### Power grid

Scale: 3 px per um. Pins as bars on the die edge.
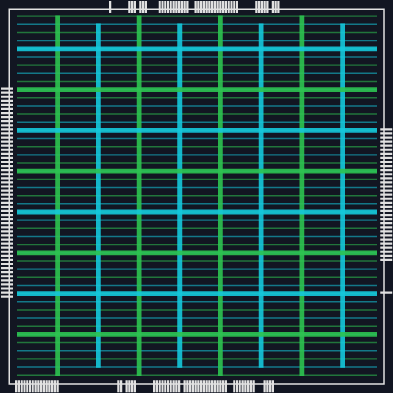
### Cell classes on the final placement

Scale: 2 px per um. Fill, decap, tap and diode cells in gray.
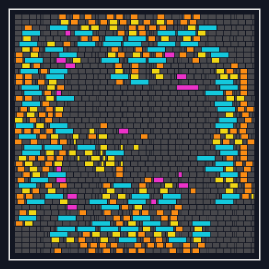
## src/rtl/lc2k_mem_requester.sv

```systemverilog
`default_nettype none
// ============================================================================
// Module   : lc2k_mem_requester
// Purpose  : MEM-stage initiator for the LC2K pipeline. Issues one load/store
//            at a time on a valid/ready request channel, waits for the memory
//            response, stalls upstream stages meanwhile and returns load data.
// Options  : LC2K_MEM_TIMEOUT_EN - bounds the response wait to TIMEOUT_CYCLES
//            and raises a sticky mem_error on expiry.
// Revision : 1.0 - initial release
// ============================================================================
module lc2k_mem_requester #(
   parameter int DATA_W         = 32,
   parameter int ADDR_W         = 16,
   parameter int TIMEOUT_CYCLES = 64
) (
   input  logic              clk,
   input  logic              reset,
   input  logic              mem_valid,
   input  logic              CONTROL_MEM_ACCESS,
   input  logic              CONTROL_ENABLE_MEM_WRITE,
   input  logic [DATA_W-1:0] aluResult,
   input  logic [DATA_W-1:0] regBvalue,
   output logic              stall,
   output logic              result_valid,
   output logic [DATA_W-1:0] memResult,
   output logic              dmem_req_valid,
   input  logic              dmem_req_ready,
   output logic              dmem_req_write,
   output logic [ADDR_W-1:0] dmem_req_addr,
   output logic [DATA_W-1:0] dmem_req_wdata,
   input  logic              dmem_rsp_valid,
   input  logic [DATA_W-1:0] dmem_rsp_rdata,
   output logic              mem_error
);

   typedef enum logic [1:0] {
      S_IDLE     = 2'd0,
      S_REQ      = 2'd1,
      S_WAIT_RSP = 2'd2,
      S_DONE     = 2'd3
   } state_t;

   state_t              r_state;
   state_t              w_state_next;
   logic                r_write;
   logic [ADDR_W-1:0]   r_addr;
   logic [DATA_W-1:0]   r_wdata;
   logic [DATA_W-1:0]   r_mem_result;
   logic                w_start;
   logic                w_timeout;

   assign w_start = mem_valid & CONTROL_MEM_ACCESS;

   // Address bits above ADDR_W are intentionally discarded.
   generate
      if (DATA_W > ADDR_W) begin : g_addr_trunc
         logic w_unused_addr_hi;
         assign w_unused_addr_hi = ^aluResult[DATA_W-1:ADDR_W];
      end
   endgenerate

`ifdef LC2K_MEM_TIMEOUT_EN
   localparam int CNT_W = (TIMEOUT_CYCLES > 1) ? $clog2(TIMEOUT_CYCLES) : 1;

   logic [CNT_W-1:0] r_count;
   logic             r_mem_error;

   // Count response-wait cycles; restarts while the request is being offered.
   always_ff @(posedge clk or posedge reset) begin
      if (reset) begin
         r_count <= '0;
      end else if (r_state == S_REQ) begin
         r_count <= '0;
      end else if (r_state == S_WAIT_RSP) begin
         r_count <= r_count + CNT_W'(1);
      end
   end

   // A response arriving in the expiry cycle takes priority over the timeout.
   assign w_timeout = (r_state == S_WAIT_RSP) & ~dmem_rsp_valid &
                      (r_count == CNT_W'(TIMEOUT_CYCLES - 1));

   // Sticky error flag, cleared only by reset.
   always_ff @(posedge clk or posedge reset) begin
      if (reset) begin
         r_mem_error <= 1'b0;
      end else if (w_timeout) begin
         r_mem_error <= 1'b1;
      end
   end

   assign mem_error = r_mem_error;
`else
   assign w_timeout = 1'b0;
   assign mem_error = 1'b0;
`endif

   // State register.
   always_ff @(posedge clk or posedge reset) begin
      if (reset) begin
         r_state <= S_IDLE;
      end else begin
         r_state <= w_state_next;
      end
   end

   // Next-state and handshake outputs; stall is forced low while in reset.
   always_comb begin
      w_state_next   = r_state;
      stall          = 1'b0;
      dmem_req_valid = 1'b0;
      result_valid   = 1'b0;
      case (r_state)
         S_IDLE: begin
            if (w_start) begin
               w_state_next = S_REQ;
               stall        = ~reset;
            end
         end
         S_REQ: begin
            stall          = 1'b1;
            dmem_req_valid = 1'b1;
            if (dmem_req_ready) begin
               w_state_next = S_WAIT_RSP;
            end
         end
         S_WAIT_RSP: begin
            stall = 1'b1;
            if (dmem_rsp_valid || w_timeout) begin
               w_state_next = S_DONE;
            end
         end
         S_DONE: begin
            result_valid = 1'b1;
            w_state_next = S_IDLE;
         end
         default: begin
            w_state_next = S_IDLE;
         end
      endcase
   end

   // Capture the request in IDLE only, so it stays stable while offered.
   always_ff @(posedge clk or posedge reset) begin
      if (reset) begin
         r_write <= 1'b0;
         r_addr  <= '0;
         r_wdata <= '0;
      end else if ((r_state == S_IDLE) && w_start) begin
         r_write <= CONTROL_ENABLE_MEM_WRITE;
         r_addr  <= aluResult[ADDR_W-1:0];
         r_wdata <= regBvalue;
      end
   end

   // Load data updates on a load response (or zero on load timeout); stores keep it.
   always_ff @(posedge clk or posedge reset) begin
      if (reset) begin
         r_mem_result <= '0;
      end else if ((r_state == S_WAIT_RSP) && !r_write) begin
         if (dmem_rsp_valid) begin
            r_mem_result <= dmem_rsp_rdata;
         end else if (w_timeout) begin
            r_mem_result <= '0;
         end
      end
   end

   assign memResult      = r_mem_result;
   assign dmem_req_write = r_write;
   assign dmem_req_addr  = r_addr;
   assign dmem_req_wdata = r_wdata;

endmodule
`default_nettype wire

```

## config.mk

```make
export PLATFORM = sky130hd
export DESIGN_NAME = lc2k_mem_requester
export DESIGN_NICKNAME = d
export VERILOG_FILES = /design/src/rtl/lc2k_mem_requester.sv
export SDC_FILE = /design/constraint.sdc
export NUM_CORES = 1
export LEC_CHECK = 0
export CELL_PAD_IN_SITES_DETAIL_PLACEMENT = 1
export CELL_PAD_IN_SITES_GLOBAL_PLACEMENT = 2
export CORE_MARGIN = 2
export CORE_UTILIZATION = 22
export CTS_BUF_LIST = sky130_fd_sc_hd__clkbuf_2 sky130_fd_sc_hd__clkbuf_4 sky130_fd_sc_hd__clkbuf_8
export DETAILED_ROUTE_END_ITERATION = 16
export PLACE_DENSITY = 0.87
export SLEW_MARGIN = 20
export SYNTH_ARGS = -nofsm -noshare
export SYNTH_HDL_FRONTEND = slang
export SYNTH_SLANG_ARGS = --single-unit
```

## constraint.sdc

```tcl
create_clock -name clk -period 4.87 [get_ports clk]
set_input_delay 1.461 -clock clk [delete_from_list [all_inputs] [get_ports clk]]
set_output_delay 1.461 -clock clk [all_outputs]
set_load 0.02 [all_outputs]
```

==> job_summary.md <==
### Flow metrics

| Metric | Value |
|---|---|
| Synth async-reset ratio | `1.00` |
| Site Rows | `around 44` |
| Total track usage | `0.113` |
| Final wirelength | `between 8000 and 9000 um` |
| Most frequent CP cell | `clkdlybuf4s50_1` |
| M3 GR Usage | `0.0563` |
| Floorplan Nets | `301` |
| Status | `complete, no violations` |
| Starting DRC count in detailed routing | `61` |
| Setup CP Type | `input port to output port` |
| Top cells by count | `83 x dfrtp_1, 81 x mux2_2, 7 x buf_2, 5 x ha_1, 5 x inv_1` |
| Post-Syn Area | `~3200 um2` |
| Max cap viols | `0` |
| Post-route DRC violation count | `0` |
| FMAX | `230 MHz` |
| Initial Util | `0.222` |
| Peak supply drop | `0.000250 V` |
| Flop-to-flop setup slack | `2680 ps` |
| Post-DP HPWL | `between 6000 and 7000 um` |
| Die Y | `~120 um` |
| Busiest grt layer | `met2` |
| Yosys cell count | `a little under 200` |
| Critical Path RT | `3410 ps` |
| Postcts setup bufs | `0` |
| First drt pass iteration count | `4` |
| Hold path depth | `1` |
| CTS sink cnt | `a little over 80` |
| Fin Hold WS | `505 ps` |
| RSZ-0062 raised after global routing | `false` |
| Tool Warnings | `46` |
| Post-synth seq share | `0.651` |
| PortBufs | `170` |
| Syn avg cell area | `about 17 um2` |
| I/O pins | `188` |
| First-pass GRT wire length | `13700 um` |
| Critical R2R Capture | `memResult[6]` |
| CTS tree | `built` |
Notes on 'Power grid' above:
legend:
  green:
    net: VSS
  cyan:
    net: VDD
signal pins: 188
rows: 44
met4 straps: 8

Notes on 'Cell classes on the final placement' above:
legend:
  magenta:
    class: clock drivers and dummy loads
    cells: 16
    share_of_their_area: 4.0%
  yellow:
    class: combinational and other logic
    cells: 101
    share_of_their_area: 21%
  orange:
    class: remaining buffers and delay cells
    cells: 173
    share_of_their_area: 34%
  cyan:
    class: sequential cells
    cells: 83
    share_of_their_area: 41%

[cell usage in the layout, fill, tap and decap left out, drive strengths merged, types with 2 or more instances in the layout]
cell             n
nor2             2
mux2            82
inv              4
dfrtp           83
clkbuf          14
buf              3
clkdlybuf4s50  170
ha               5
[flip-flops by register name, indices dropped and copies added (netlist names)]
name            cells
r_state             2
memResult          32
dmem_req_addr      16
dmem_req_wdata     32
dmem_req_write      1
[cell type report]
type	instances	area [um2]	area share
inverter	5	22.5	0.00424
clock buffer	14	168	0.0316
sequential	83	2080	0.391
timing repair buffer	173	1730	0.326
tap	184	230	0.0434
multi-input combinational	96	1050	0.197
clock inverter	2	35.0	0.00660
[per-stage QoR]
stage	setup slack (ps)	std cells	instance area (um2)
finish	524	557	5310
global placement	496	541	5100
detailed placement	534	541	5100
floorplan	140	193	3200
CTS	519	557	5300
global route	444	557	5310
[where the power goes]
part	switching, W	internal [W]
combinational	0.000830	0.000992
clock	0.000238	0.000274
sequential	0.000178	0.00104
[logic make-up after synthesis]
family          Yosys count  share of synthesized area
other cells               1                    0.00117
compound gates            2                    0.00588
buf+inv                  14                     0.0227
flops                    83                      0.651
fa+ha+maj                 5                     0.0196
simple gates              5                    0.00745
mux                      83                      0.292
[per-layer routing]
metal	routed length, um	vias up
met5	0	-
met4	150	0
met3	799	12
met2	4260	101
met1	3230	1130
li1	-	1013
[worst max-delay path by stage]
stage / startpoint / endpoint / slack, ps / depth (start not counted)
finish: reset / stall / 520 / 5
global route: reset / stall / 440 / 5
CTS: reset / stall / 520 / 5
detailed placement: reset / stall / 530 / 5
global placement: reset / stall / 500 / 5
floorplan: reset / stall / 140 / 3
[worst max-delay path, delay by kind of cell]
kind            cells  cell delay [ps]
compound gates      1              200
buf+inv             3             1160
simple gates        1               60
Power figures rest on the tool's default switching activity, not on a simulated workload.
